===== src/rtl/dr_mem_arb.sv =====
// dr_mem_arb -- merges the directory's miss-request, prefetch and writeback
// channels onto a single registered memory command channel.
//
// Each input owns a one-entry slot; an input's retry is simply "slot full".
// Arbitration looks only at registered slot state and loads the registered
// output stage, so there is no combinational path from any *_valid to mem_*.
// Accept in cycle N gives mem_valid in cycle N+2.
//
// Priority is wb > req > pfreq. Writebacks are limited to WB_BURST_MAX
// consecutive grants while a req or pfreq waits. A pfreq that waits
// PF_TIMEOUT cycles without a grant is dropped and counted in pf_drop_cnt.
//
// Ports:
//   clk, reset                     clock, synchronous active-high reset
//   drtomem_req_*                  miss request (valid/retry, drid, cmd, paddr)
//   drtomem_pfreq_*                prefetch request (valid/retry, paddr)
//   drtomem_wb_*                   writeback (valid/retry, line, paddr)
//   mem_valid / mem_retry          merged output handshake
//   mem_kind                       00 req, 01 pfreq, 10 wb
//   mem_drid/cmd/paddr/line        merged payload (unused fields driven 0)
//   pf_drop_cnt                    saturating count of timed-out prefetches
// Width parameters REQID_W, CMD_W, PADDR_W, LINE_W give the widths of the
// reqid, command, physical-address and cache-line types.
module dr_mem_arb #(
  parameter int WB_BURST_MAX = 4,
  parameter int PF_TIMEOUT   = 32,
  parameter int REQID_W      = 6,
  parameter int CMD_W        = 4,
  parameter int PADDR_W      = 32,
  parameter int LINE_W       = 64
) (
  input  logic               clk,
  input  logic               reset,
  input  logic               drtomem_req_valid,
  output logic               drtomem_req_retry,
  input  logic [REQID_W-1:0] drtomem_req_drid,
  input  logic [CMD_W-1:0]   drtomem_req_cmd,
  input  logic [PADDR_W-1:0] drtomem_req_paddr,
  input  logic               drtomem_pfreq_valid,
  output logic               drtomem_pfreq_retry,
  input  logic [PADDR_W-1:0] drtomem_pfreq_paddr,
  input  logic               drtomem_wb_valid,
  output logic               drtomem_wb_retry,
  input  logic [LINE_W-1:0]  drtomem_wb_line,
  input  logic [PADDR_W-1:0] drtomem_wb_paddr,
  output logic               mem_valid,
  input  logic               mem_retry,
  output logic [1:0]         mem_kind,
  output logic [REQID_W-1:0] mem_drid,
  output logic [CMD_W-1:0]   mem_cmd,
  output logic [PADDR_W-1:0] mem_paddr,
  output logic [LINE_W-1:0]  mem_line,
  output logic [7:0]         pf_drop_cnt
);

  localparam int STREAK_W = ($clog2(WB_BURST_MAX + 1) > 3) ? $clog2(WB_BURST_MAX + 1) : 3;
  localparam int AGE_W    = ($clog2(PF_TIMEOUT) > 1) ? $clog2(PF_TIMEOUT) : 1;

  localparam logic [1:0] KIND_REQ = 2'b00;
  localparam logic [1:0] KIND_PF  = 2'b01;
  localparam logic [1:0] KIND_WB  = 2'b10;

  // Slot state
  logic               req_full_reg;
  logic [REQID_W-1:0] req_drid_reg;
  logic [CMD_W-1:0]   req_cmd_reg;
  logic [PADDR_W-1:0] req_paddr_reg;
  logic               pf_full_reg;
  logic [PADDR_W-1:0] pf_paddr_reg;
  logic               wb_full_reg;
  logic [LINE_W-1:0]  wb_line_reg;
  logic [PADDR_W-1:0] wb_paddr_reg;

  logic [STREAK_W-1:0] wb_streak_reg;
  logic [AGE_W-1:0]    pf_age_reg;

  logic req_acc, pf_acc, wb_acc;
  logic other_waiting, out_free, wb_masked;
  logic grant_wb, grant_req, grant_pf, pf_timeout;

  // Retry is "slot full" only; a slot being granted this cycle still reports
  // full, so nothing can be accepted into a slot that is emptying.
  assign drtomem_req_retry   = req_full_reg & ~reset;
  assign drtomem_pfreq_retry = pf_full_reg  & ~reset;
  assign drtomem_wb_retry    = wb_full_reg  & ~reset;

  assign req_acc = drtomem_req_valid   & ~req_full_reg & ~reset;
  assign pf_acc  = drtomem_pfreq_valid & ~pf_full_reg  & ~reset;
  assign wb_acc  = drtomem_wb_valid    & ~wb_full_reg  & ~reset;

  always_comb begin
    other_waiting = req_full_reg | pf_full_reg;
    out_free      = ~mem_valid | ~mem_retry;
    // The burst cap only bites while something else is actually waiting.
    wb_masked     = other_waiting && (wb_streak_reg == STREAK_W'(WB_BURST_MAX));
    grant_wb      = out_free & wb_full_reg & ~wb_masked;
    grant_req     = out_free & req_full_reg & ~grant_wb;
    grant_pf      = out_free & pf_full_reg & ~grant_wb & ~req_full_reg;
    // A grant in the timeout cycle takes precedence over the drop.
    pf_timeout    = pf_full_reg & ~grant_pf & (pf_age_reg == AGE_W'(PF_TIMEOUT - 1));
  end

  always_ff @(posedge clk) begin
    if (reset) begin
      req_full_reg  <= 1'b0;
      req_drid_reg  <= '0;
      req_cmd_reg   <= '0;
      req_paddr_reg <= '0;
      pf_full_reg   <= 1'b0;
      pf_paddr_reg  <= '0;
      wb_full_reg   <= 1'b0;
      wb_line_reg   <= '0;
      wb_paddr_reg  <= '0;
      wb_streak_reg <= '0;
      pf_age_reg    <= '0;
      pf_drop_cnt   <= '0;
      mem_valid     <= 1'b0;
      mem_kind      <= '0;
      mem_drid      <= '0;
      mem_cmd       <= '0;
      mem_paddr     <= '0;
      mem_line      <= '0;
    end else begin
      // Request slot: load and grant are mutually exclusive (full vs empty).
      if (req_acc) begin
        req_full_reg  <= 1'b1;
        req_drid_reg  <= drtomem_req_drid;
        req_cmd_reg   <= drtomem_req_cmd;
        req_paddr_reg <= drtomem_req_paddr;
      end else if (grant_req) begin
        req_full_reg  <= 1'b0;
      end

      // Prefetch slot with wait-age tracking.
      if (pf_acc) begin
        pf_full_reg  <= 1'b1;
        pf_paddr_reg <= drtomem_pfreq_paddr;
        pf_age_reg   <= '0;
      end else if (grant_pf || pf_timeout) begin
        pf_full_reg  <= 1'b0;
        pf_age_reg   <= '0;
      end else if (pf_full_reg) begin
        pf_age_reg   <= pf_age_reg + AGE_W'(1);
      end

      if (pf_timeout && pf_drop_cnt != 8'hFF)
        pf_drop_cnt <= pf_drop_cnt + 8'd1;

      // Writeback slot.
      if (wb_acc) begin
        wb_full_reg  <= 1'b1;
        wb_line_reg  <= drtomem_wb_line;
        wb_paddr_reg <= drtomem_wb_paddr;
      end else if (grant_wb) begin
        wb_full_reg  <= 1'b0;
      end

      // Writeback burst tracking.
      if (grant_wb && other_waiting)
        wb_streak_reg <= wb_streak_reg + STREAK_W'(1);
      else if (grant_req || grant_pf || !other_waiting)
        wb_streak_reg <= '0;

      // Output stage only changes when free, which keeps it stable under retry.
      if (out_free) begin
        mem_valid <= grant_wb | grant_req | grant_pf;
        if (grant_wb) begin
          mem_kind  <= KIND_WB;
          mem_drid  <= '0;
          mem_cmd   <= '0;
          mem_paddr <= wb_paddr_reg;
          mem_line  <= wb_line_reg;
        end else if (grant_req) begin
          mem_kind  <= KIND_REQ;
          mem_drid  <= req_drid_reg;
          mem_cmd   <= req_cmd_reg;
          mem_paddr <= req_paddr_reg;
          mem_line  <= '0;
        end else if (grant_pf) begin
          mem_kind  <= KIND_PF;
          mem_drid  <= '0;
          mem_cmd   <= '0;
          mem_paddr <= pf_paddr_reg;
          mem_line  <= '0;
        end
      end
    end
  end

endmodule

===== config.mk =====
export PLATFORM = sky130hd
export DESIGN_NAME = dr_mem_arb
export DESIGN_NICKNAME = d
export VERILOG_FILES = /design/src/rtl/dr_mem_arb.sv
export SDC_FILE = /design/constraint.sdc
export NUM_CORES = 1
export LEC_CHECK = 0
export CAP_MARGIN = 20
export CORE_UTILIZATION = 50
export CTS_BUF_LIST = sky130_fd_sc_hd__clkbuf_8
export DETAILED_ROUTE_END_ITERATION = 6
export PLACE_DENSITY_LB_ADDON = 0.05
export SLEW_MARGIN = 40
export SYNTH_ARGS = -nofsm -noshare
export SYNTH_HDL_FRONTEND = slang
export SYNTH_SLANG_ARGS = --single-unit

===== constraint.sdc =====
create_clock -name clk -period 2.25 [get_ports clk]
set_input_delay 0.45 -clock clk [delete_from_list [all_inputs] [get_ports clk]]
set_output_delay 0.45 -clock clk [all_outputs]
set_load 0.02 [all_outputs]

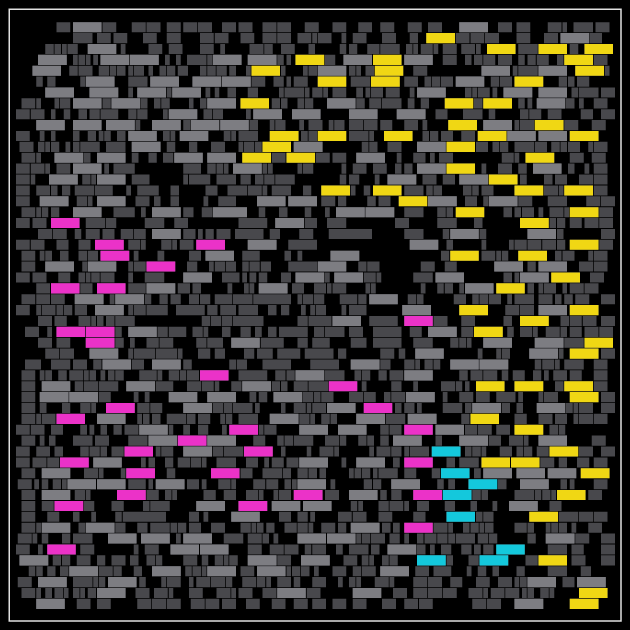
**Above:** run 1 (sequential cells grouped by signal name).
(4 px per micron) Other sequential cells in the stronger grey, the rest of the logic in the fainter grey.
[mem_line] yellow | flops: 64
[pf_paddr_reg] magenta | flops: 32
[pf_drop_cnt] cyan | flops: 8 | where: south-east
not coloured: 194

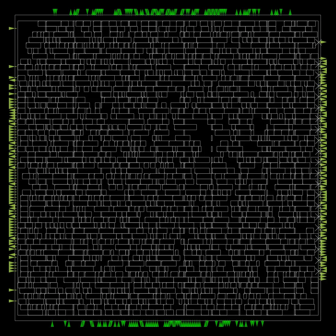
**Above:** run 1 (cell placement).
area of the placeable core: 22,000 sq um
core occupancy in the finished layout: 71.5%
Final Non-Filler Cells: 1,804
row count: 54

==> run summary, run 1 <==
flow finished, numbers: number of input and output port buffers inserted=between 200 and 300, setup slack at placement=-0.0343 ns, final setup skew=0.0182 ns, # hold bufs at CTS=0, number of design rule violations left after detail routing=21, Placer Congestion=approximately 0.76, total tool warning count=31, total non-filler cell area in the finished layout=about 16,000 sq um, family with the most delay on the worst path=buffers and inverters, internal power=9.68 mW, final sum of negative setup slack=0 ns, detailed-route vias per instance=5.32, Max Clock Freq=around 480 MHz, slowest cell delay on critical path=0.65 ns, Reg2Reg Setup Slack=roughly 0.23 ns, most congested layer reported by global routing=met2, Die Height=153 microns, Critical Path Start=mem_valid$_SDFFE_PP0N_, placed wire-length estimate=19,500 microns, Tightest Pin Transition=roughly 0.66 ns, synthesized netlist net count=~1,400, TritonCTS clock tree=built, Post-Place Cell Area=roughly 15,000 sq um, wl on met1=12,800 microns, cell with the most instances after synthesis=sky130_fd_sc_hd__dfxtp_1, fraction of layout cells with a size suffix above 1=under 10%, cell count after synthesis=1,197, distinct cell type count after synthesis=approximately 46, YS warnings=0, die span in x=roughly 150 microns, quantity of gates resized following cts=5, required time of the critical path=about 1.8 ns, Rel. slew slack=a little under three fifths, register area share after synthesis=52.6%, number of buffers inserted to repair setup after CTS=0, run status=finished with violations, failing checks=design-rule violations, fraction of power spent switching nets=between 20% and 30%
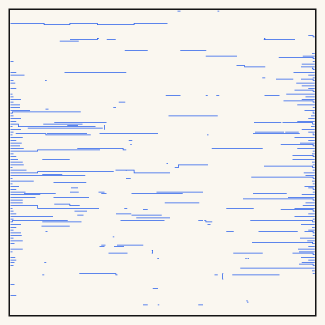
**Above:** run 1 (the metal 3 layer).
(2 px per micron)
main direction: horizontal
longest straight run: 38.4 microns
nets with wire on the layer: 198
share of all routed wire: 7.4%
met3 capacity usage during global routing: 5.55%
sum of routed wire length over all layers: 29,500 microns
total number of vias: 9,600

## run 1: layout by cell type, fill, tap and decap left out, types with 18 or more instances in the layout
cell,netlist,layout
sky130_fd_sc_hd__nor2_1,60,60
sky130_fd_sc_hd__buf_4,7,29
sky130_fd_sc_hd__nand2_1,145,145
sky130_fd_sc_hd__clkdlybuf4s50_1,0,291
sky130_fd_sc_hd__a21oi_1,27,26
sky130_fd_sc_hd__dfxtp_1,298,297
sky130_fd_sc_hd__mux2i_1,18,18
sky130_fd_sc_hd__o21ai_0,142,142
sky130_fd_sc_hd__inv_1,23,37
sky130_fd_sc_hd__a211oi_1,24,24
sky130_fd_sc_hd__a22oi_1,21,21
sky130_fd_sc_hd__nand2b_1,141,141
sky130_fd_sc_hd__clkbuf_8,0,70
sky130_fd_sc_hd__a22o_1,86,86
## run 1: worst register-to-register path: cells and delay by family (launching register included)
| family | cells | cell delay [ns] |
|---|---|---|
| compound gates | 3 | 0.57 |
| fa+ha+maj | 1 | 0.26 |
| buf+inv | 2 | 0.24 |
| flops | 1 | 0.37 |
| simple gates | 1 | 0.50 |
## run 1: power by group through the flow
stage | Combinational (mW) | Sequential, mW | Clock, mW
after floorplan | 1.01 | 6.14 | 0
after global placement | 2.11 | 6.02 | 0
after detailed placement | 2.15 | 6.03 | 0
after CTS | 2.15 | 5.92 | 5.15
after global routing | 2.31 | 5.97 | 5.41
final | 2.14 | 5.92 | 5.05
## run 1: final cells by class
cell class,count,area [sq um]
clock inverter,19,130
inverter,23,86.3
sequential,298,5970
tap,280,350
timing repair buffer,337,3430
fill,1750,6270
clock buffer,70,963
multi-input combinational,777,4820
## run 1: logic make-up after synthesis
family          synth area share, %
mux                            1.59
xor+xnor                      0.232
simple gates                   17.5
fa+ha+maj                     0.552
flops                          52.6
compound gates                 22.4
buf+inv                        5.15
**Run 1: cells coloured by class**

(2 px per micron)
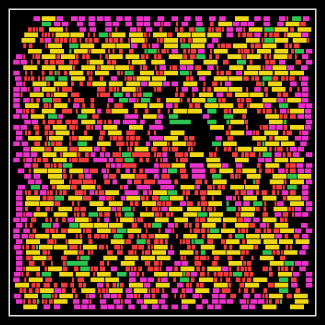

==> run 2: changes to the inputs <==
- CORE_UTILIZATION: 50 -> 58
- CTS_CLUSTER_SIZE: unset -> 40
- DONT_BUFFER_PORTS: unset -> 1
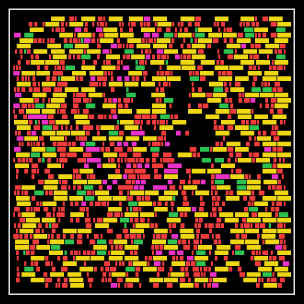
**Above:** run 2 (cells coloured by class).
(2 px per micron)
[registers] yellow | cells: 298
[clock drivers and dummy loads] green | cells: 76
[remaining buffers and delay cells] magenta | cells: 71
[remaining logic cells] red | cells: 800

==> run 2 against run 1 <==
Compared with the run above:
- the run now ends clean
- maximum frequency fell by 0.61%
- via count is 11% lower
- synthesized area is the same
- sequential power rose by 3%
- critical endpoint is now drtomem_pfreq_retry
- largest power group unchanged
==> run summary, run 2 <==
flow finished, numbers: run status=finished clean, family with the most delay on the worst path=buffers and inverters, TritonCTS buffer count=between 40 and 50, total number of nets in the final design=1,399, number of clock sinks=a little under 300, Max Clock Freq=475 MHz (-0.61%), Data arrival, critical path=~1.7 ns, overall die area=~20,000 sq um, total tool warning count=30 (-3.2%), Tightest Pin Transition=0.629 ns (-0.0340 ns), maximum vdd drop=between 0.6 and 0.7 mV, clock edge transition at the registers on the reported setup and hold paths=~0.060 ns, Rel. slew slack=58.1% (+2.3 points), setup slack at placement=0.265 ns (+0.299 ns), type of origin of the critical path=flip-flop, top cells by count=sky130_fd_sc_hd__dfxtp_1, sky130_fd_sc_hd__nand2_1, sky130_fd_sc_hd__o21ai_0, sky130_fd_sc_hd__nand2b_1, sky130_fd_sc_hd__a22o_1, total I/O pin count=296, Routed wire per std cell=roughly 19 microns, maximum number of pins on one net before global-route repair=between 150 and 200, number of optimization iterations in the first detailed-route pass=5, post-synth tally of flip-flops with integrated enable=0, number of buffers inserted to repair setup after CTS=0 (unchanged), distinct cell type count after synthesis=46 (unchanged), Global Route Usage Sum=between 20% and 30%, CTS Root Cell=sky130_fd_sc_hd__clkbuf_8, cell with the most instances after synthesis=sky130_fd_sc_hd__dfxtp_1, sum of routed wire length over all layers=28,100 microns (-5.0%), synthesized netlist net count=1,378 (unchanged), most frequently placed logic cell in the final layout=sky130_fd_sc_hd__dfxtp_1, post-synthesis register bit count=298, YS warnings=0 (unchanged), placed wire-length estimate=17,400 microns (-11%), Leak Pwr=around 4.8 nW, cell count after synthesis=1,197 (unchanged), final setup skew=0.0112 ns (-0.00693 ns), area of the placeable core=19,000 sq um (-14%), fraction of layout cells with a size suffix above 1=10.5% (+0.61 points), detailed-route vias per instance=5.67 (+6.6%), leading cell types in the layout, fill and taps excluded=sky130_fd_sc_hd__dfxtp_1, sky130_fd_sc_hd__nand2_1, sky130_fd_sc_hd__o21ai_0, number of pins with negative max-slew slack in the final report=0, Post-Syn Area per Cell=between 9 and 10 sq um, async set or reset register ratio after synthesis=0%, Placer Congestion=0.780 (+2.6%), # hold bufs at CTS=31 (+31), area of the synthesized netlist per yosys stat=11,300 sq um, core occupancy in the finished layout=67.4% (-4.1 points), number of design rule violations left after detail routing=0 (-100%), violation count after the first detailed-route iteration=roughly 460, clock tree buffer depth=3, total number of vias=8,542 (-11%), post-route fraction of the period consumed by the critical path=roughly 94%, class of the worst hold path=input pin to flip-flop, power density of the placed cells=just over 900 nW/um^2, quantity of gates resized following cts=0 (-5), slowest cell delay on critical path=0.41 ns (-0.24 ns), cell accounting for the most synthesized area=sky130_fd_sc_hd__dfxtp_1, top cells, area=sky130_fd_sc_hd__dfxtp_1, sky130_fd_sc_hd__nand2b_1, sky130_fd_sc_hd__a22o_1, final number of setup-violating endpoints=0, Min Hold Slack=approximately 0.025 ns, sequence of cells on the critical path=buf_4, inv_1, nor2_1, buf_4, count of instantiated cells in the yosys netlist=between 1,000 and 1,500, worst-path fanout max=11, register area share after synthesis=52.6% (unchanged), required time of the critical path=1.80 ns (about the same), number of input and output port buffers inserted=0 (-100%), Worst Setup Slack, final=0.144 ns, Most used DFF post-synth=sky130_fd_sc_hd__dfxtp_1, critical path class=flip-flop to output pin, final number of hold-violating endpoints=0, final sum of negative setup slack=0 ns (unchanged), grt ovf=0, kind of end point of the critical path=output pin, Die Height=142 microns (-7.1%), fraction of the core area occupied by cells at floorplan=~60%, CP Buf/Inv Count=3, number of antenna violations at the first check in global routing=2, Area growth, synth to finish=12.8%, die span in x=142 microns (-7.1%), TritonCTS clock tree=built, CTS H-tree depth=2, number of global-route vias before repair=8,212, cell occurring most often along the worst timing path=sky130_fd_sc_hd__buf_4, global-route wire length before repair=around 43,000 microns, worst-skew pair later-pin latency=roughly 0.54 ns, row count=50 (-7.4%), RSZ-0062 raised after global routing=false
run 2: final cells by class:
cell class	instances	area, sq um
antenna	1	2.50
clock buffer	58	798
clock inverter	18	68.8
fill	1576	6170
inverter	23	86.3
multi-input combinational	777	4820
sequential	298	5970
tap	260	325
timing repair buffer	71	716
run 2: final timing paths:
path | depth (start not counted) | slack [ns] | from | endpoint
max | 4 | 0.14 | pf_full_reg$_SDFFE_PP0P_ | drtomem_pfreq_retry
min | 2 | 0.03 | drtomem_wb_line[57] | wb_line_reg[57]$_SDFFE_PP0P_
max reg2reg | 8 | 0.22 | wb_streak_reg[0]$_SDFFE_PP0P_ | mem_paddr[2]$_SDFFE_PP0P_
min reg2reg | 1 | 0.46 | wb_line_reg[13]$_SDFFE_PP0P_ | mem_line[13]$_SDFFE_PP0P_
run 2: per-stage QoR:
step / total power [mW] / std cells / area (sq um)
floorplan: 7.15 / 1197 / 11300
global placement: 7.45 / 1398 / 11600
global route: 12.2 / 1505 / 12800
finish: 11.7 / 1506 / 12800
CTS: 11.8 / 1505 / 12800
detailed placement: 7.49 / 1398 / 11600
run 2: layer usage:
layer	part of all wire [%]	GRT usage, %	vias up	wire (microns)
met4	2.5	10.4	2	707
met1	42	33.2	4001	11800
met5	0.046	0	-	13
met3	9.5	9.55	46	2670
li1	-	-	4207	-
met2	46	44.0	286	12900
run 2: cell families (layout without fill, tap and decap cells):
kind of cell	count (synthesis)	after routing	share of synthesized area, %
simple gates	393	393	17.5
other cells	0	1	0
mux	18	18	1.59
fa+ha+maj	5	5	0.552
buf+inv	122	170	5.15
compound gates	358	358	22.4
xor+xnor	3	3	0.232
flops	298	298	52.6
run 2: power breakdown:
part	switching, mW	total, mW	internal [mW]
clock	1.96	4.25	2.29
combinational	0.800	1.35	0.546
sequential	0.429	6.11	5.68
total	3.19	11.7	8.52
Power is estimated from default activity; no workload was simulated.
